$ cat config.mk
export PLATFORM = sky130hd
export DESIGN_NAME = memory_arbiter
export DESIGN_NICKNAME = d
export VERILOG_FILES = /design/src/rtl/memory_arbiter.sv
export SDC_FILE = /design/constraint.sdc
export NUM_CORES = 1
export LEC_CHECK = 0
export ABC_AREA = 0
export CELL_PAD_IN_SITES_DETAIL_PLACEMENT = 1
export CELL_PAD_IN_SITES_GLOBAL_PLACEMENT = 1
export CORE_AREA = 2 2 169 171
export CTS_BUF_LIST = sky130_fd_sc_hd__clkbuf_2 sky130_fd_sc_hd__clkbuf_4 sky130_fd_sc_hd__clkbuf_8
export CTS_CLUSTER_DIAMETER = 120
export DETAILED_ROUTE_END_ITERATION = 16
export DIE_AREA = 0 0 171 173
export MAX_ROUTING_LAYER = met4
export PLACE_DENSITY = 0.64
export SYNTH_ARGS = -nofsm -noshare
export SYNTH_HDL_FRONTEND = slang
export SYNTH_SLANG_ARGS = --single-unit
export TNS_END_PERCENT = 10
$ cat constraint.sdc
create_clock -name CLK -period 2.2 [get_ports CLK]
set_input_delay 0.22 -clock CLK [delete_from_list [all_inputs] [get_ports CLK]]
set_output_delay 0.22 -clock CLK [all_outputs]
set_load 0.005 [all_outputs]
$ cat src/rtl/memory_arbiter.sv
// ============================================================================
// memory_arbiter
// ----------------------------------------------------------------------------
// Round-robin arbiter that shares the single RAM port between the instruction
// and data requesters of CPUS cores. One owner is latched per transaction and
// held until the RAM reports ACCESS, so an access in flight is never
// retargeted. Data requests beat instruction requests; inside each class the
// grant rotates fairly using a per-class pointer.
//
// Optional feature macro: MEMORY_ARBITER_WATCHDOG_EN
//   When defined, a BUSY-cycle watchdog aborts a transaction that has not seen
//   ACCESS after TIMEOUT cycles and pulses arb_err for one cycle. When
//   undefined, arb_err is constant 0 and BUSY lasts until ACCESS or abort.
//
// Parameters:
//   CPUS     number of cores (>= 2, power of two)
//   TIMEOUT  BUSY-cycle limit of the watchdog (macro builds only)
//
// Ports:
//   CLK       clock, rising edge
//   RST       synchronous active-high reset
//   iREN      [CPUS]     instruction read request per core
//   dREN      [CPUS]     data read request per core
//   dWEN      [CPUS]     data write request per core
//   iaddr     [CPUS*32]  instruction address per core (lane c = bits c*32+:32)
//   daddr     [CPUS*32]  data address per core
//   dstore    [CPUS*32]  store data per core
//   iwait     [CPUS]     instruction wait, low one cycle on completion
//   dwait     [CPUS]     data wait, low one cycle on completion
//   iload     [CPUS*32]  every lane carries ramload
//   dload     [CPUS*32]  every lane carries ramload
//   ramREN    RAM read strobe
//   ramWEN    RAM write strobe
//   ramaddr   [32] RAM address
//   ramstore  [32] RAM write data
//   ramstate  [2]  RAM status, ramstate_t encoding FREE=0 BUSY=1 ACCESS=2 ERROR=3
//   ramload   [32] RAM read data
//   arb_err   one-cycle watchdog abort pulse
// ============================================================================
module memory_arbiter #(
    parameter int CPUS    = 2,
    parameter int TIMEOUT = 255
) (
    input  logic                 CLK,
    input  logic                 RST,
    input  logic [CPUS-1:0]      iREN,
    input  logic [CPUS-1:0]      dREN,
    input  logic [CPUS-1:0]      dWEN,
    input  logic [CPUS*32-1:0]   iaddr,
    input  logic [CPUS*32-1:0]   daddr,
    input  logic [CPUS*32-1:0]   dstore,
    output logic [CPUS-1:0]      iwait,
    output logic [CPUS-1:0]      dwait,
    output logic [CPUS*32-1:0]   iload,
    output logic [CPUS*32-1:0]   dload,
    output logic                 ramREN,
    output logic                 ramWEN,
    output logic [31:0]          ramaddr,
    output logic [31:0]          ramstore,
    input  logic [1:0]           ramstate,
    input  logic [31:0]          ramload,
    output logic                 arb_err
);

    localparam int PW = (CPUS > 1) ? $clog2(CPUS) : 1;

    // ramstate_t value that completes a transaction
    localparam logic [1:0] RAM_ACCESS = 2'd2;

    typedef enum logic {
        ST_IDLE = 1'b0,
        ST_BUSY = 1'b1
    } state_t;

    state_t           state_q, state_d;
    logic [PW-1:0]    owner_q, owner_d;
    logic             cls_d_q, cls_d_d;     // 1: data owner, 0: instruction owner
    logic             wr_q,    wr_d;
    logic [PW-1:0]    dptr_q,  dptr_d;
    logic [PW-1:0]    iptr_q,  iptr_d;

`ifdef MEMORY_ARBITER_WATCHDOG_EN
    localparam int WD_W = ($clog2(TIMEOUT + 1) > 8) ? $clog2(TIMEOUT + 1) : 8;
    logic [WD_W-1:0]  wd_q, wd_d;
    logic             arb_err_q, arb_err_d;
`else
    localparam int unused_timeout = TIMEOUT;
`endif

    logic [CPUS-1:0]  d_req;
    logic [31:0]      own_iaddr;
    logic [31:0]      own_daddr;
    logic [31:0]      own_dstore;
    logic             own_req;
    logic             busy;

    assign d_req = dREN | dWEN;

    // First set bit at or above ptr, wrapping; CPUS is a power of two so the
    // PW-bit addition wraps modulo CPUS by itself.
    function automatic logic [PW-1:0] rr_pick(input logic [CPUS-1:0] req,
                                              input logic [PW-1:0]   ptr);
        logic [PW-1:0] idx;
        logic [PW-1:0] pick;
        pick = ptr;
        for (int k = CPUS - 1; k >= 0; k--) begin
            idx = ptr + PW'(k);
            if (req[idx]) pick = idx;
        end
        return pick;
    endfunction

    // Owner lane selection from the live request inputs
    always_comb begin
        own_iaddr  = '0;
        own_daddr  = '0;
        own_dstore = '0;
        for (int c = 0; c < CPUS; c++) begin
            if (owner_q == PW'(c)) begin
                own_iaddr  = iaddr[c*32 +: 32];
                own_daddr  = daddr[c*32 +: 32];
                own_dstore = dstore[c*32 +: 32];
            end
        end
    end

    // The request bit that was latched at grant time; dropping it aborts.
    assign own_req = cls_d_q ? (wr_q ? dWEN[owner_q] : dREN[owner_q])
                             : iREN[owner_q];

    // Next-state logic
    always_comb begin
        state_d = state_q;
        owner_d = owner_q;
        cls_d_d = cls_d_q;
        wr_d    = wr_q;
        dptr_d  = dptr_q;
        iptr_d  = iptr_q;
`ifdef MEMORY_ARBITER_WATCHDOG_EN
        wd_d      = wd_q;
        arb_err_d = 1'b0;
`endif
        case (state_q)
            ST_IDLE: begin
`ifdef MEMORY_ARBITER_WATCHDOG_EN
                wd_d = '0;
`endif
                if (|d_req) begin
                    owner_d = rr_pick(d_req, dptr_q);
                    cls_d_d = 1'b1;
                    wr_d    = dWEN[owner_d];
                    state_d = ST_BUSY;
                end else if (|iREN) begin
                    owner_d = rr_pick(iREN, iptr_q);
                    cls_d_d = 1'b0;
                    wr_d    = 1'b0;
                    state_d = ST_BUSY;
                end
            end
            ST_BUSY: begin
                if (ramstate == RAM_ACCESS) begin
                    state_d = ST_IDLE;
                    if (cls_d_q) dptr_d = owner_q + PW'(1);
                    else         iptr_d = owner_q + PW'(1);
                end else if (!own_req) begin
                    state_d = ST_IDLE;
`ifdef MEMORY_ARBITER_WATCHDOG_EN
                end else if (wd_q == WD_W'(TIMEOUT - 1)) begin
                    // Give up on this owner and move its class past it so a
                    // stuck requester cannot starve the others.
                    state_d   = ST_IDLE;
                    arb_err_d = 1'b1;
                    if (cls_d_q) dptr_d = owner_q + PW'(1);
                    else         iptr_d = owner_q + PW'(1);
                end else begin
                    wd_d = wd_q + WD_W'(1);
`endif
                end
            end
            default: state_d = ST_IDLE;
        endcase
    end

    // State registers; owner/class/write flag are only meaningful in BUSY
    always_ff @(posedge CLK) begin
        if (RST) begin
            state_q <= ST_IDLE;
            dptr_q  <= '0;
            iptr_q  <= '0;
`ifdef MEMORY_ARBITER_WATCHDOG_EN
            wd_q      <= '0;
            arb_err_q <= 1'b0;
`endif
        end else begin
            state_q <= state_d;
            dptr_q  <= dptr_d;
            iptr_q  <= iptr_d;
`ifdef MEMORY_ARBITER_WATCHDOG_EN
            wd_q      <= wd_d;
            arb_err_q <= arb_err_d;
`endif
        end
        owner_q <= owner_d;
        cls_d_q <= cls_d_d;
        wr_q    <= wr_d;
    end

    // Outputs are forced idle during a reset cycle so a dropped transaction
    // never shows a strobe or wait pulse while RST is high.
    assign busy = (state_q == ST_BUSY) && !RST;

    always_comb begin
        ramREN   = 1'b0;
        ramWEN   = 1'b0;
        ramaddr  = '0;
        ramstore = '0;
        iwait    = '1;
        dwait    = '1;
        if (busy) begin
            ramWEN   = wr_q;
            ramREN   = !wr_q;
            ramaddr  = cls_d_q ? own_daddr : own_iaddr;
            ramstore = wr_q ? own_dstore : 32'd0;
            if (ramstate == RAM_ACCESS) begin
                if (cls_d_q) dwait[owner_q] = 1'b0;
                else         iwait[owner_q] = 1'b0;
            end
        end
    end

    assign iload = {CPUS{ramload}};
    assign dload = {CPUS{ramload}};

`ifdef MEMORY_ARBITER_WATCHDOG_EN
    assign arb_err = arb_err_q && !RST;
`else
    assign arb_err = 1'b0;
`endif

endmodule

Fig. 1: run 1, met3 routing
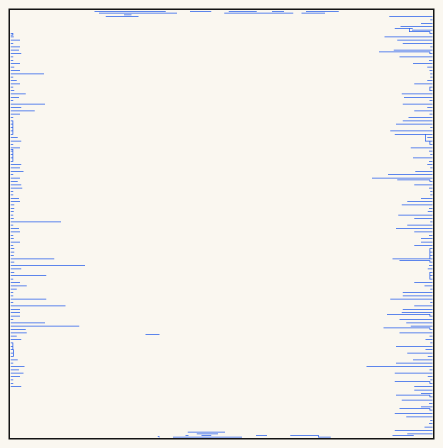
wire length on this layer: 1600 um
share of all routed wire: 13%
nets with wire on the layer: 211

Fig. 2: run 1, pin map
Pins as bars across the die edge, other pins in gray.
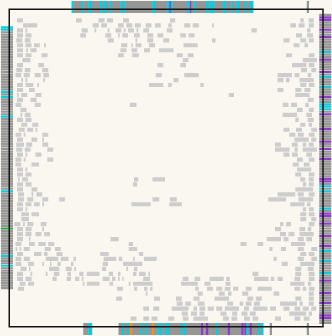
[dREN] orange | pins: 2 | direction: input | edge: south
[ramaddr] purple | pins: 32 | direction: output | edge: 24 east, 6 south, 2 north
[dload] cyan | pins: 64 | direction: output | edge: 28 north, 16 south, 12 east, 8 west
[ramREN] green | pins: 1 | direction: output | edge: west

==> impl_metrics.py, run 1 <==
# Auto-generated metrics
metrics = {
    "power": {
        "p_int_mw": 1.03,
        "p_clk_share_pct": 13.1,
        "irDropWorstVdd_mv": 0.116,
        "p_sw_share_pct": 29.3,
        "pg_clk_mw": 0.191,
    },
    "worst_setup_path": {
        "cp-end-kind": "primary output",
        "setup.worst_path.start": "owner_q$_DFFE_PP_",
    },
    "timing": {
        "slew_viol_final": 0,
    },
    "routing": {
        "highest-signal-layer": "met4",
        "route.detailed.drc": 0,
    },
    "grt": {
        "antenna_found_initial": 0,
        "overflow": 0,
    },
    "cells_and_area": {
        "seqAreaFraction_pct": 2.85,
        "mostFrequentLayoutCells": "clkdlybuf4s50_1, nor2_1, and2_1, dlygate4sd2_1, mux2i_1",
    },
    "cts": {
        "cts_buffer_depth": 2,
    },
    "floorplanning": {
        "nWellTaps": 378,
    },
    "synth": {
        "ys_types": 29,
        "top_area_cell": "buf_4",
    },
    "status": {
        "outcome": "completed",
    },
    "worst_hold_path": {
        "worstHoldStart": "ramload[2]",
    },
}
Fig. 3: run 1, routing congestion
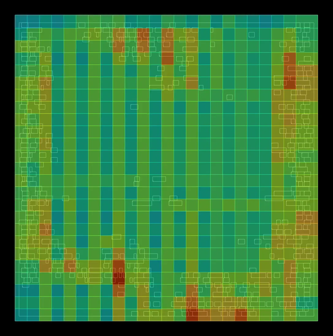
final core utilization: 19.1%
GRT met3 Usage: 2.77%
met2 Use GR: 15.3%
gr usage total: 8.22%
met1 usage: 8.13%

Fig. 4: run 1, signal wires by layer
Two of the layers only.
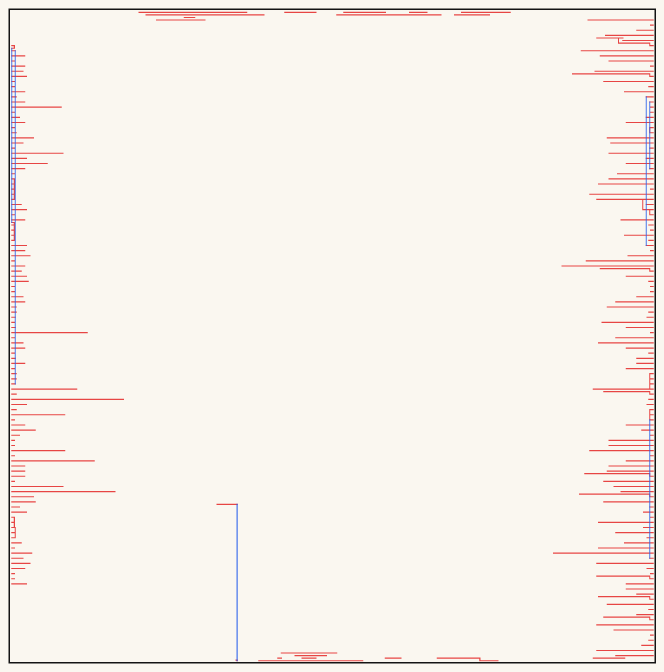
[metal 3] red | wire length: 1600 um
[metal 4] blue | wire length: 270 um

run 1: cell families (layout without fill, tap and decap cells):
family | after synthesis | after routing
AOI/OAI and AO/OA | 10 | 10
DFF | 6 | 6
buffers and inverters | 150 | 295
muxes | 67 | 67
and+or+nand+nor | 88 | 88
other | 1 | 1
run 1: cells in the mapped netlist:
cell type and count:
buf_6 6, and2_1 32, and4b_1 1, a21oi_1 2
dfxtp_1 3, nand2b_1 6, buf_8 1, buf_12 2
mux4_1 5, mux2_2 3, a31oi_1 2, buf_4 130
o2bb2ai_1 1, mux2i_1 32, mux4_2 27, a211oi_1 2
inv_1 3, clkbuf_1 5, o22ai_1 1, buf_2 3
o211ai_1 2, and4bb_2 1, nand3_1 2, nor3_1 1
conb_1 1, nor2_1 39, nand2_1 4, edfxtp_1 3
nor2b_1 2
Fig. 5: run 1, wires at chosen ports, followed through buffers
Bar = 50 um.
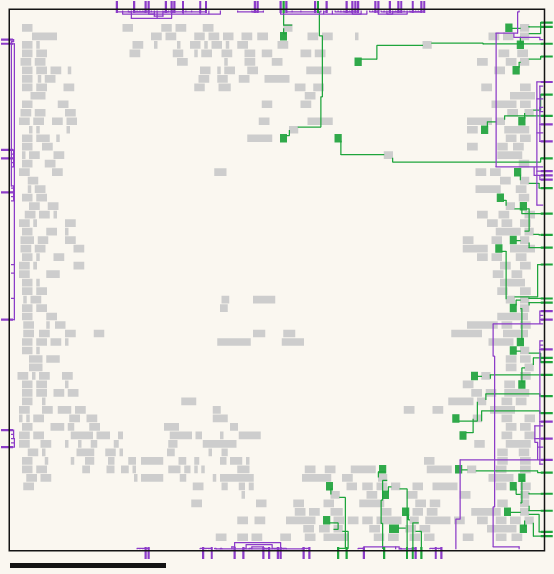

==> inputs of run 2 (changes only) <==
--- a/config.mk
+++ b/config.mk
@@ -15,6 +15,7 @@
 export DIE_AREA = 0 0 171 173
 export MAX_ROUTING_LAYER = met4
 export PLACE_DENSITY = 0.64
+export SETUP_SLACK_MARGIN = 0.1
 export SYNTH_ARGS = -nofsm -noshare
 export SYNTH_HDL_FRONTEND = slang
 export SYNTH_SLANG_ARGS = --single-unit
==> constraint.sdc (replaced) <==
create_clock -name CLK -period 2.2 [get_ports CLK]
set_input_delay 0.66 -clock CLK [delete_from_list [all_inputs] [get_ports CLK]]
set_output_delay 0.66 -clock CLK [all_outputs]
set_load 0.005 [all_outputs]
Fig. 6: run 2, wires at chosen ports, followed through buffers
Bar = 50 um.
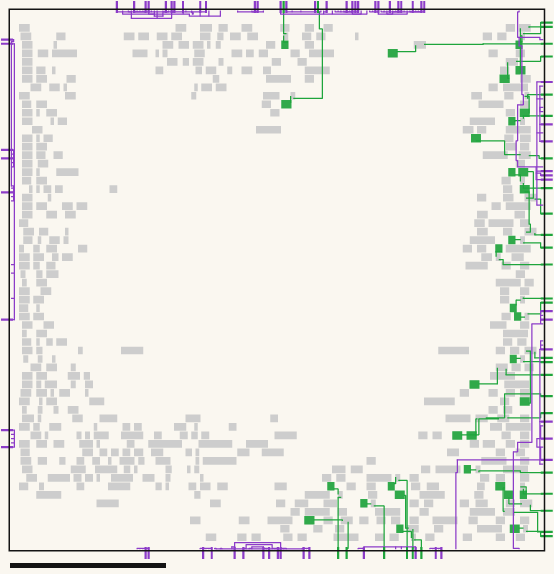
[dload] purple | bits: 64 | direction: output | end cells: 0 | wire: 870 um
[ramaddr] green | bits: 32 | direction: output | end cells: 32 | wire: 599 um

==> impl_metrics.py, run 2 <==
# Auto-generated metrics
metrics = {
    "status": {
        "outcome": "finished with violations",
        "violations": "negative setup slack",
    },
    "power": {
        "pg_clk_mw": 0.193,
        "p_sw_share_pct": 31.2,
        "p_clk_share_pct": 12.5,
        "p_int_mw": 1.06,
    },
    "timing": {
        "setup_ws_ps": -239,
        "slew_viol_final": 0,
        "setup_viol": 50,
    },
    "synth": {
        "synth-edff-count": 3,
        "top_area_cell": "buf_4",
        "top_cells_by_count": "buf_4, nor2_1, and2_1, mux2i_1, mux4_2",
        "synth_async_sr_flop_share_pct": 0,
        "top_cell": "buf_4",
    },
    "worst_setup_path": {
        "setup.worst_path.start": "owner_q$_DFFE_PP_",
        "cp-end-kind": "primary output",
    },
    "routing": {
        "highest-signal-layer": "met4",
        "route.detailed.drc": 0,
    },
    "grt": {
        "grt_util_met1_pct": 8.73,
        "grtUsageMet3_pct": 2.22,
        "gr-usage-all-layers_pct": 8.44,
        "overflow": 0,
        "antenna_found_initial": 1,
    },
    "cts": {
        "cts_buffer_depth": 2,
    },
    "cells_and_area": {
        "final_util_pct": 19.4,
        "mostFrequentLayoutCells": "dlygate4sd2_1, clkdlybuf4s50_1, buf_2, mux4_2, mux2i_1",
    },
    "floorplanning": {
        "nWellTaps": 378,
    },
}
Fig. 7: run 2, met3 routing
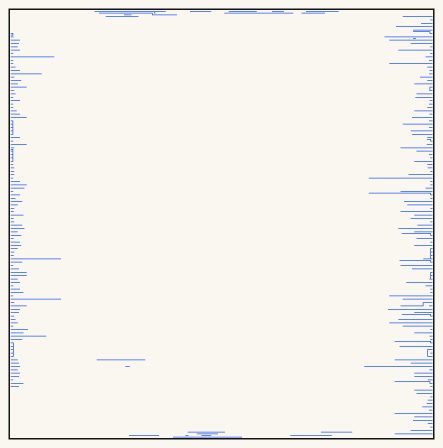
main direction: horizontal
nets with wire on the layer: 212
share of all routed wire: 11%
wire length on this layer: 1440 um

-- run 2: cell types whose count changed in the layout (fill, tap and decap cells not counted), sizes merged --
| cell | change |
|---|---|
| buf | +79 |
| dlygate4sd2 | +101 |
| clkbuf | +2 |
| clkdlybuf4s15 | +3 |
| clkdlybuf4s50 | -152 |
| dlymetal6s2s | -5 |
-- run 2: logic make-up after synthesis --
logic type / synth area share (%)
flops: 5.16
other cells: 0.129
compound gates: 2.32
buf+inv: 39.3
simple gates: 15.4
mux: 37.6
-- run 2: worst max-delay path, stage by stage (launching register included) --
cell and delay, ps:
edfxtp_1 330, buf_6 140, buf_12 140, buf_8 110, mux4_2 530, and2_4 170, buf_6 110
Power is estimated from default activity; no workload was simulated.
